`src/rtl/axis_test_pkg.sv`:
```
// rtl/axis_test_pkg.sv - shared types and constants for the AXIS test-pattern checker
// FSM encodings, error bit indices, tuser field slices and pattern helpers.
package axis_test_pkg;

   typedef enum logic [1:0] {
      ST_IDLE  = 2'd0,
      ST_BODY  = 2'd1,
      ST_DRAIN = 2'd2
   } state_t;

   localparam int ERR_DATA = 0;
   localparam int ERR_KEEP = 1;
   localparam int ERR_LEN  = 2;
   localparam int ERR_USER = 3;
   localparam int ERR_W    = 4;

   localparam int USER_W  = 80;
   localparam int LEN_HI  = 79;
   localparam int LEN_LO  = 64;
   localparam int MAC_HI  = 63;
   localparam int MAC_LO  = 16;
   localparam int TYPE_HI = 15;
   localparam int TYPE_LO = 0;

   // Generator fills every byte of beat n with n
   function automatic logic [63:0] beat_pattern(input logic [7:0] n);
      return {8{n}};
   endfunction

   function automatic logic [63:0] keep_mask(input logic [7:0] k);
      logic [63:0] m;
      for (int i = 0; i < 8; i++) begin
         m[i*8 +: 8] = {8{k[i]}};
      end
      return m;
   endfunction

endpackage

```
`src/rtl/axis_keep_decode.sv`:
```
// rtl/axis_keep_decode.sv - tkeep byte popcount and last-beat legality decode
// Legal last-beat keeps are MSB-aligned contiguous runs, never empty.
module axis_keep_decode
   import axis_test_pkg::*;
(
   input  logic [7:0] tkeep,
   output logic [3:0] byte_cnt,
   output logic       last_legal
);

   always_comb begin
      byte_cnt = 4'd0;
      for (int i = 0; i < 8; i++) begin
         byte_cnt = byte_cnt + {3'd0, tkeep[i]};
      end
   end

   always_comb begin
      last_legal = 1'b0;
      unique case (tkeep)
         8'hFF, 8'hFE, 8'hFC, 8'hF8,
         8'hF0, 8'hE0, 8'hC0, 8'h80: last_legal = 1'b1;
         default:                   last_legal = 1'b0;
      endcase
   end

endmodule

```
`config.mk`:
```
export PLATFORM = sky130hd
export DESIGN_NAME = axis_keep_decode
export DESIGN_NICKNAME = d
export VERILOG_FILES = /design/src/rtl/axis_test_pkg.sv /design/src/rtl/axis_keep_decode.sv
export SDC_FILE = /design/constraint.sdc
export NUM_CORES = 1
export LEC_CHECK = 0
export CELL_PAD_IN_SITES_DETAIL_PLACEMENT = 0
export CELL_PAD_IN_SITES_GLOBAL_PLACEMENT = 2
export CORE_AREA = 2 2 39 41
export DETAILED_ROUTE_END_ITERATION = 10
export DIE_AREA = 0 0 41 43
export GPL_TIMING_DRIVEN = 0
export PLACE_DENSITY = 0.73
export SLEW_MARGIN = 20
export SYNTH_ARGS = -nofsm -noshare
export SYNTH_HDL_FRONTEND = slang
export SYNTH_SLANG_ARGS = --single-unit
```
`constraint.sdc`:
```
create_clock -name vclk -period 6.9
set_input_delay 1.035 -clock vclk [all_inputs]
set_output_delay 1.035 -clock vclk [all_outputs]
set_load 0.05 [all_outputs]
```
### Routed metal, one colour a layer

Scale bar: 10 um.
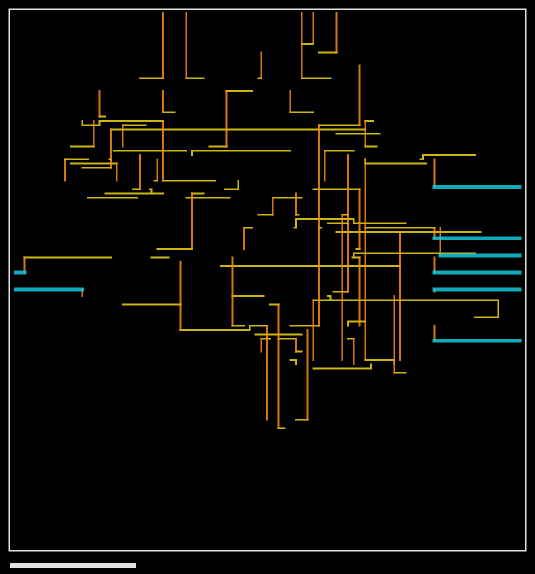
metal 3: in cyan, wire length 46.3 um. metal 1: in yellow, wire length 238 um. metal 2: in orange, wire length 205 um.

### The metal 3 layer

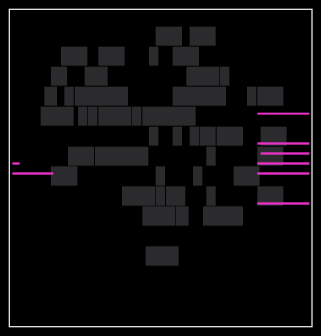
The longest straight run is 6.80 um. The layer holds 9.5% of the routed length. The wires run mostly horizontal. 8 nets have wire on it.
Total Wirelength: 489 um
count of vias placed by the detailed router: 222
GR Layer Usage met3: 0

### Placed cells, one colour a class

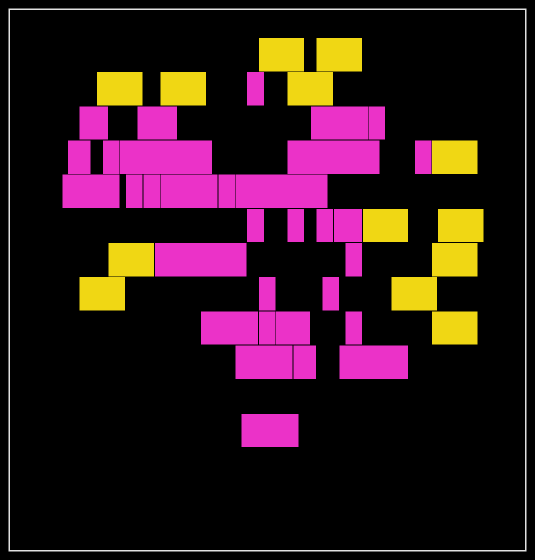
other buffers and delay cells: in yellow, cells 13. combinational and other logic: in magenta, cells 32.
cell row count: 14
final design utilization: 0.300

==> results_dict.tcl <==
# metrics dict for downstream scripts
set metrics [dict create \
    net-switching-power_mw 0.0518 \
    hold_viol_final 0 \
    final-max-slew-violation-count 0 \
    timing.hold.worst.class "input pin to output port" \
    drt_iter0_markers 0 \
    final-setup-viol-count 0 \
    syn-num-nets 50 \
    finalNetCount 65 \
    p_comb_frac 1.000 \
    run_status "finished clean" \
    tightest_slew_ns 0.492 \
    postSynthSeqShare 0 \
    fin_setup_tns_ns 0 \
    post-cts-setup-buffer-count 0 \
    worst-path-buf-inv 5 \
    highest_layer "met3" \
    synth_area_leader_cell "sky130_fd_sc_hd__fa_1" \
    worst_path_dominant_cell_family "adder cells" \
    cp_data_arrival_time_ns 4.62 \
    routed_wire_length_per_instance_um 8.02 \
    fmax_ghz 0.177 \
    yosysChipArea_sq_um 265 \
    share_seq_of_total_power 0 \
    antenna_violations_before_repair 0 \
    synth.yosys.num_cells 32 \
    detail_route.drc_violations 0 \
    layout.cell_area.non_filler_sq_um 415 \
    globalplace.congestion 0.611 \
    wl_met3_um 46 \
    met2_wirelength_um 205 \
    setup_repair_after_global_routing_missed_its_margin "false" \
    endpoint_kind "output port" \
    chipArea_sq_um 1760 \
    comb_area_sq_um 213 \
    ant_nets 0 \
    max_stage_delay_ns 0.81 \
    log.warning_count 36 \
    worst_slew_margin_rel 0.671 \
    power_leakage_nw 0.210 \
    post_synth_main_area_contributors "sky130_fd_sc_hd__fa_1 30%, sky130_fd_sc_hd__ha_1 28%, sky130_fd_sc_hd__inv_1 20%" \
]
==> worst paths after layout <==
check                    start     endpoint  slack [ns]  cells after the start
worst max-delay path  tkeep[1]  byte_cnt[2]        1.25                     11
worst min-delay path  tkeep[7]   last_legal        3.36                      4
==> cells by family after synthesis <==
kind of cell / after synthesis / synth area share
fa+ha+maj: 10 / 0.585
compound gates: 5 / 0.146
simple gates: 2 / 0.0377
xor+xnor: 1 / 0.0330
buf+inv: 14 / 0.198
==> power by group through the flow <==
stage	Combinational, mW	Sequential [mW]	Clock, mW
after floorplan	0.0579	0	0
after global placement	0.0837	0	0
after detailed placement	0.0841	0	0
after CTS	0.0843	0	0
after global routing	0.0897	0	0
final	0.0829	0	0
==> metrics by stage <==
| step | hold WS, ns | util | total power [mW] | setup slack, ns | cells |
|---|---|---|---|---|---|
| after global routing | 3.42 | 0.300 | 0.0897 | 1.07 | 61 |
| final | 3.36 | 0.300 | 0.0829 | 1.25 | 61 |
| after detailed placement | 3.36 | 0.300 | 0.0841 | 1.23 | 61 |
| after floorplan | 2.25 | - | 0.0579 | 1.93 | 32 |
| after global placement | 3.36 | 0.300 | 0.0837 | 1.23 | 61 |
| after CTS | 3.37 | 0.300 | 0.0843 | 1.22 | 61 |
==> final cells by class <==
cell class / count / area share
multi-input combinational: 18 / 0.512
tap: 16 / 0.0482
inverter: 14 / 0.127
timing repair buffer: 13 / 0.313
==> tightest hold or removal path: cells and delay by family <==
| kind | cells | cell delay [ns] |
|---|---|---|
| compound gates | 2 | 0.17 |
| buf+inv | 2 | 1.12 |
==> placed cells by master (no fill, tap or decap), drive strengths merged <==
master | Yosys | routed
fa | 4 | 4
o22ai | 1 | 1
clkdlybuf4s50 | 0 | 13
o21ai | 1 | 1
o21a | 1 | 1
nor2 | 1 | 1
nor2b | 1 | 1
a2111oi | 1 | 1
inv | 14 | 14
ha | 6 | 6
xnor2 | 1 | 1
a21oi | 1 | 1
==> metal layers <==
metal / vias up / GRT usage
met3: 0 / 0
li1: 119 / -
met2: 8 / 0.0781
met5: - / 0
met4: 0 / 0
met1: 95 / 0.104
Power and IR drop assume default switching activity.
